Figure 1. Track usage over the die.
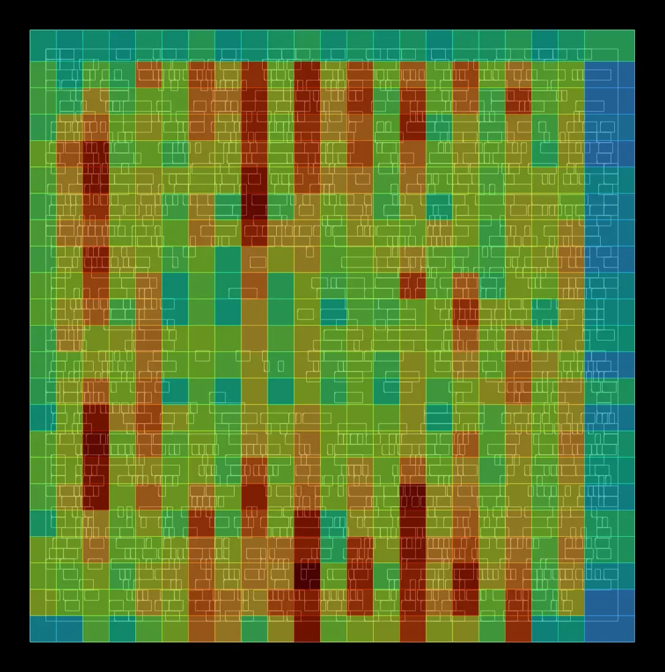
Figure 2. M3 wires.
Scale bar: 50 um. Cells faint in the background.
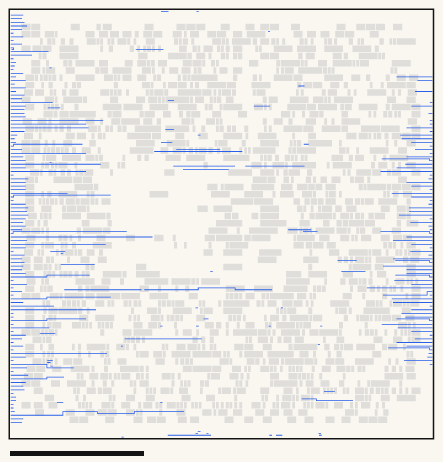
Figure 3. Close-up of the layout.
Scale bar: 10 um. Window x 98 to 138, y 20 to 60 um. Cells in grey, sequential cells in the stronger grey; small squares are vias.
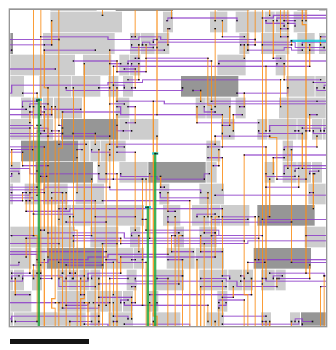
Figure 4. Metal 1.
Scale bar: 50 um. Supply wires on this layer in grey.
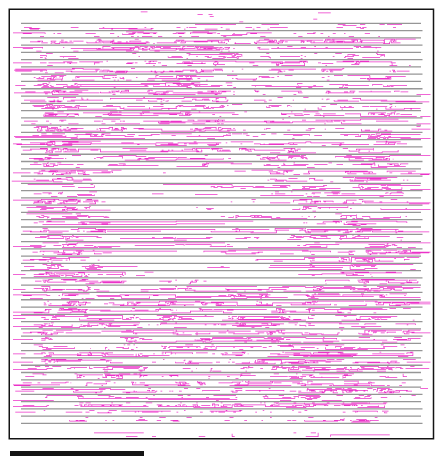
Figure 5. Logic cells by family.
Scale bar: 50 um.
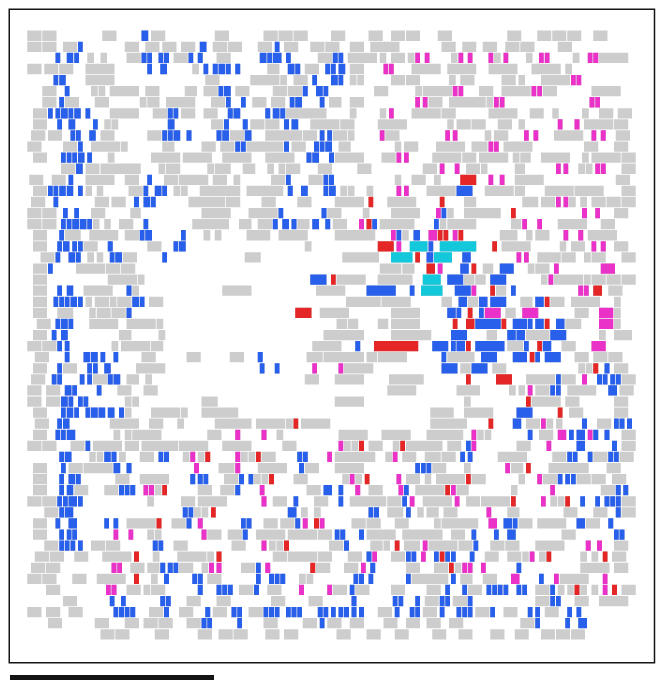
[config.mk]
export PLATFORM = sky130hd
export DESIGN_NAME = mem_arbiter
export DESIGN_NICKNAME = d
export VERILOG_FILES = /design/src/rtl/mccp_pkg.sv /design/src/rtl/mem_arbiter_rr_picker.sv /design/src/rtl/mem_arbiter.sv
export SDC_FILE = /design/constraint.sdc
export NUM_CORES = 1
export LEC_CHECK = 0
export ABC_AREA = 1
export CAP_MARGIN = 5
export CORE_AREA = 4 4 154 156
export CTS_CLUSTER_DIAMETER = 50
export DETAILED_ROUTE_END_ITERATION = 12
export DIE_AREA = 0 0 158 160
export MAX_ROUTING_LAYER = met4
export PLACE_DENSITY_LB_ADDON = 0.1
export SETUP_SLACK_MARGIN = 0.2
export SYNTH_ARGS = -nofsm -noshare
export SYNTH_HDL_FRONTEND = slang
export SYNTH_HIERARCHICAL = 1
export SYNTH_SLANG_ARGS = --single-unit
[constraint.sdc]
create_clock -name clk -period 1.7 [get_ports clk]
set_input_delay 0.17 -clock clk [delete_from_list [all_inputs] [get_ports clk]]
set_output_delay 0.17 -clock clk [all_outputs]
set_load 0.005 [all_outputs]
[src/rtl/mccp_pkg.sv]
// Shared definitions for the memory arbiter slice.
//   - Default data/address width, core count and memory latency.
//   - Arbiter FSM state encoding.
package mccp_pkg;

    localparam int DEF_WIDTH       = 32;
    localparam int DEF_CORE_NUM    = 4;
    localparam int DEF_MEM_LATENCY = 2;

    typedef enum logic [1:0] {
        ST_IDLE   = 2'd0,
        ST_ACCESS = 2'd1,
        ST_WAIT   = 2'd2,
        ST_RESP   = 2'd3
    } arb_state_e;

endpackage

[src/rtl/mem_arbiter_rr_picker.sv]
// Combinational round-robin picker.
// Ports:
//   req        - per-core request vector
//   last_grant - index of the most recently granted core
//   valid      - at least one request is present
//   index      - winning core: first requester found searching upward from
//                last_grant+1, wrapping modulo CORE_NUM
module rr_picker #(
    parameter int CORE_NUM = 4,
    parameter int IDX_W    = 2
) (
    input  logic [CORE_NUM-1:0] req,
    input  logic [IDX_W-1:0]    last_grant,
    output logic                valid,
    output logic [IDX_W-1:0]    index
);

    logic [IDX_W-1:0] cand_idx;

    // Walk from the farthest distance down to the nearest so that the
    // nearest requester is the last assignment and therefore wins.
    always_comb begin
        valid    = 1'b0;
        index    = '0;
        cand_idx = '0;
        for (int d = CORE_NUM; d >= 1; d--) begin
            cand_idx = IDX_W'((int'(last_grant) + d) % CORE_NUM);
            if (req[cand_idx]) begin
                valid = 1'b1;
                index = cand_idx;
            end
        end
    end

endmodule

[src/rtl/mem_arbiter.sv]
// Round-robin arbiter that shares one memory port among CORE_NUM cores,
// with exactly one transaction in flight at a time.
// Ports:
//   clk, rst_n            - clock, synchronous active-low reset
//   request/wren          - per-core request and write enable
//   address/writedata     - packed per-core address/data, core i at [i*WIDTH +: WIDTH]
//   response              - one-cycle completion pulse for the served core
//   readdata              - last captured read data, shared by all cores
//   mem_address/mem_writedata/mem_wren/mem_rden/mem_readdata - memory port
//   busy                  - transaction in flight
//   grant_idx             - current/last granted core
module mem_arbiter
    import mccp_pkg::*;
#(
    parameter int WIDTH       = DEF_WIDTH,
    parameter int CORE_NUM    = DEF_CORE_NUM,
    parameter int IDX_W       = $clog2(CORE_NUM),
    parameter int MEM_LATENCY = DEF_MEM_LATENCY
) (
    input  logic                      clk,
    input  logic                      rst_n,
    input  logic [CORE_NUM-1:0]       request,
    input  logic [CORE_NUM-1:0]       wren,
    input  logic [CORE_NUM*WIDTH-1:0] address,
    input  logic [CORE_NUM*WIDTH-1:0] writedata,
    output logic [CORE_NUM-1:0]       response,
    output logic [WIDTH-1:0]          readdata,
    output logic [WIDTH-1:0]          mem_address,
    output logic [WIDTH-1:0]          mem_writedata,
    output logic                      mem_wren,
    output logic                      mem_rden,
    input  logic [WIDTH-1:0]          mem_readdata,
    output logic                      busy,
    output logic [IDX_W-1:0]          grant_idx
);

    localparam int CNT_W = $clog2(MEM_LATENCY + 1);

    arb_state_e       state_q,    state_d;
    logic [IDX_W-1:0] grant_idx_q, grant_idx_d;
    logic             wren_q,     wren_d;
    logic [WIDTH-1:0] addr_q,     addr_d;
    logic [WIDTH-1:0] wdata_q,    wdata_d;
    logic [WIDTH-1:0] readdata_q, readdata_d;
    logic [CNT_W-1:0] cnt_q,      cnt_d;

    logic [WIDTH-1:0] core_addr  [CORE_NUM];
    logic [WIDTH-1:0] core_wdata [CORE_NUM];

    logic             pick_valid;
    logic [IDX_W-1:0] pick_idx;

    generate
        for (genvar gi = 0; gi < CORE_NUM; gi++) begin : g_unpack
            assign core_addr[gi]  = address[gi*WIDTH +: WIDTH];
            assign core_wdata[gi] = writedata[gi*WIDTH +: WIDTH];
        end
    endgenerate

    // Searching from the last grant gives a core that keeps requesting
    // after its response the lowest priority in the next arbitration.
    rr_picker #(
        .CORE_NUM (CORE_NUM),
        .IDX_W    (IDX_W)
    ) u_rr_picker (
        .req        (request),
        .last_grant (grant_idx_q),
        .valid      (pick_valid),
        .index      (pick_idx)
    );

    always_comb begin
        state_d     = state_q;
        grant_idx_d = grant_idx_q;
        wren_d      = wren_q;
        addr_d      = addr_q;
        wdata_d     = wdata_q;
        readdata_d  = readdata_q;
        cnt_d       = cnt_q;
        case (state_q)
            ST_IDLE: begin
                if (pick_valid) begin
                    grant_idx_d = pick_idx;
                    wren_d      = wren[pick_idx];
                    addr_d      = core_addr[pick_idx];
                    wdata_d     = core_wdata[pick_idx];
                    state_d     = ST_ACCESS;
                end
            end
            ST_ACCESS: begin
                cnt_d   = '0;
                state_d = ST_WAIT;
            end
            ST_WAIT: begin
                // Memory data is valid during the last WAIT cycle only.
                if (cnt_q == CNT_W'(MEM_LATENCY - 1)) begin
                    if (!wren_q) begin
                        readdata_d = mem_readdata;
                    end
                    cnt_d   = '0;
                    state_d = ST_RESP;
                end else begin
                    cnt_d = cnt_q + CNT_W'(1);
                end
            end
            ST_RESP: begin
                state_d = ST_IDLE;
            end
            default: begin
                state_d = ST_IDLE;
            end
        endcase
    end

    always_ff @(posedge clk) begin
        if (!rst_n) begin
            state_q     <= ST_IDLE;
            grant_idx_q <= IDX_W'(CORE_NUM - 1);
            wren_q      <= 1'b0;
            addr_q      <= '0;
            wdata_q     <= '0;
            readdata_q  <= '0;
            cnt_q       <= '0;
        end else begin
            state_q     <= state_d;
            grant_idx_q <= grant_idx_d;
            wren_q      <= wren_d;
            addr_q      <= addr_d;
            wdata_q     <= wdata_d;
            readdata_q  <= readdata_d;
            cnt_q       <= cnt_d;
        end
    end

    always_comb begin
        response = '0;
        if (state_q == ST_RESP) begin
            response[grant_idx_q] = 1'b1;
        end
    end

    assign mem_wren      = (state_q == ST_ACCESS) &&  wren_q;
    assign mem_rden      = (state_q == ST_ACCESS) && !wren_q;
    assign mem_address   = addr_q;
    assign mem_writedata = wdata_q;
    assign readdata      = readdata_q;
    assign busy          = (state_q != ST_IDLE);
    assign grant_idx     = grant_idx_q;

endmodule

==> results.ini <==
[yosys]
synth.most_common_cell=nand2_1
ys_seq_share_pct=33.9
synth_cells=1024
ys_top_cells_by_area=dfxtp_1 (34%), nand2_1 (24%), nor2_1 (8.6%), o21ai_0 (7.9%), nand3_1 (5.8%)
synth_nets=1328
synth_top_flop_cell=dfxtp_1
yosysTopAreaCellShare_pct=33.9
synth_warnings=6
ys_ff=103
netlist_area_sq_um=6090
common_cells=nand2_1 (390), nor2_1 (139), dfxtp_1 (103)
ys_cells=1024

[global_route]
grt_usage_pct=21.2
grt_overflow=0
antenna_found_initial=1
grt_pass1_vias=7460
grt_pass1_wl_um=40600

[clocking]
cts_hold_buf=0
clock_path_buffers=2
h-tree-depth=3
numClockSinks=103
insertion_delay_ps=360
post_cts_buffers=6
cts_tree=done

[detailed_routing]
via_per_inst=4.55
drc=0
wirelength_um=28900
num_vias=7831
dr.pass1.iters=4
drt_iter0_markers=322

[placement]
portBuffers=402
hpwl_um=19700

[final_timing]
hold_viol_final=0
slew-limit-headroom_pct=67.2
setup_viol=66
slew_violations=0
tightest_slew_ps=492
setup_ws_ps=-256
whs_ps=247

[power]
power_leakage_nw=5.18
sequentialPower_w=0.00360
pwr.group.clock_w=0.00218
swShare_pct=46.7
finalPower_w=0.0233
power_frac_seq_pct=15.5
power-top-group=combinational cells
p_per_area_nw_per_um2=1970
p_sw_w=0.0109
vdd_drop_max_v=0.00111

[run]
drv_cap=0
openroad.warnings=34

[critical_path]
critPathLaunch=grant_idx[0]
reg2regPathDepth=16
cp.required_ps=1990
crit_end=mem_writedata[3]
rrSetupSlack_ps=-260
arrival_ps=2250
crit_path_start_kind=flop
cp_max_fo=8
critPathKind=flop to flop

[min_path]
holdCritStartpoint=rst_n
holdPathEnd=grant_idx[0]
min_path_type=input pin to flop

[layout]
lay_top_cells=clkdlybuf4s50_1 (392), nand2_1 (357), nor2_1 (134), dfxtp_1 (99), nand3_1 (66)
syn_to_final_growth_pct=94.0
nNetsFinal=1733
drive_gt1_share_pct=12.9

[status]
status=complete, but fails checks
violations=setup timing

[die]
die_h_um=160
rows=55
coreArea_sq_um=22400
die_x_um=158
die_area_sq_um=25300
num_io_pins=403

## Picture notes: Figure 1
WL/cell: 16.8 um
met1 Usage GRT: 24.3%
most crowded layer after global routing: met2
Core Util, Final: 52.8%

## Picture notes: Figure 2
The longest straight run is 52.7 um. 219 nets have wire on it. The layer holds 7.0% of the routed length. The layer carries 2020 um of wire. The wires run mostly horizontal.

## Picture notes: Figure 3
Key: met4 = green; met1 = purple; met2 = orange; met3 = cyan
Netlist names of flops here include mem_address (8). Sequential cells in the window: 8. 118 logic cells have their middle in the window. Most frequent: clkdlybuf4s50_1 (24), nand2_1 (23), nor2_1 (19).

## Picture notes: Figure 4
1513 nets have wire on it. The longest straight run is 56.6 um. The layer holds 41% of the routed length.

## Picture notes: Figure 5
Key: inverters = red [cells 61]; adder and majority cells = cyan [cells 6]; NOR gates = magenta [cells 144]; NAND gates = blue [cells 470, where widely spread]

area by class of cell:
class / instances / area share, %
Clock buffer: 9 / 1.91
Antenna cell: 1 / 0.0212
Inverter: 60 / 2.38
Clock inverter: 7 / 0.710
Tap cell: 285 / 3.02
Timing Repair inverter: 1 / 0.0954
Sequential cell: 103 / 17.6
Multi-Input combinational cell: 792 / 31.8
Timing Repair Buffer: 462 / 42.4
kinds of logic (layout without fill, tap and decap cells):
logic type,Yosys count,in the layout,synth area share [%]
AND-OR/OR-AND,171,171,14.2
buffers and inverters,129,539,10.6
flip-flops,103,103,33.9
AND/OR/NAND/NOR,615,615,40.1
other,0,1,0
adder cells (fa/ha/maj),6,6,1.23
stage by stage:
step | worst slack, ps | area, sq um | std cells
floorplan | -15.8 | 6170 | 1024
global placement | -540 | 10500 | 1677
detailed placement | -545 | 10500 | 1677
CTS | -221 | 11200 | 1705
global route | -362 | 11800 | 1720
finish | -256 | 11800 | 1720
critical path, stage by stage, from the launching register on:
cell and delay (ps):
dfxtp_4 360, buf_12 140, inv_8 80, nand2_4 50, nand2_4 90, nand2_4 70
nand2_4 70, nand2_4 70, nand2_4 60, nand2_4 60, nand2_8 170, buf_12 180
clkbuf_16 150, nand2_1 40, nand3_1 70, nand2_1 80, a21oi_2 130
per-layer routing:
| metal | up-vias | track usage [%] | wire, um |
|---|---|---|---|
| li1 | 4046 | - | - |
| met1 | 3484 | 24.3 | 11800 |
| met2 | 258 | 35.7 | 14300 |
| met3 | 43 | 5.45 | 2020 |
| met4 | 0 | 7.21 | 884 |
| met5 | - | - | 0 |
flip-flops by register name, indices dropped and copies added, names as in the netlist:
name / flops
wren_q: 1
mem_address: 32
grant_idx: 2
readdata: 32
cnt_q: 2
state_q: 2
mem_writedata: 32
Power figures rest on the tool's default switching activity, not on a simulated workload.
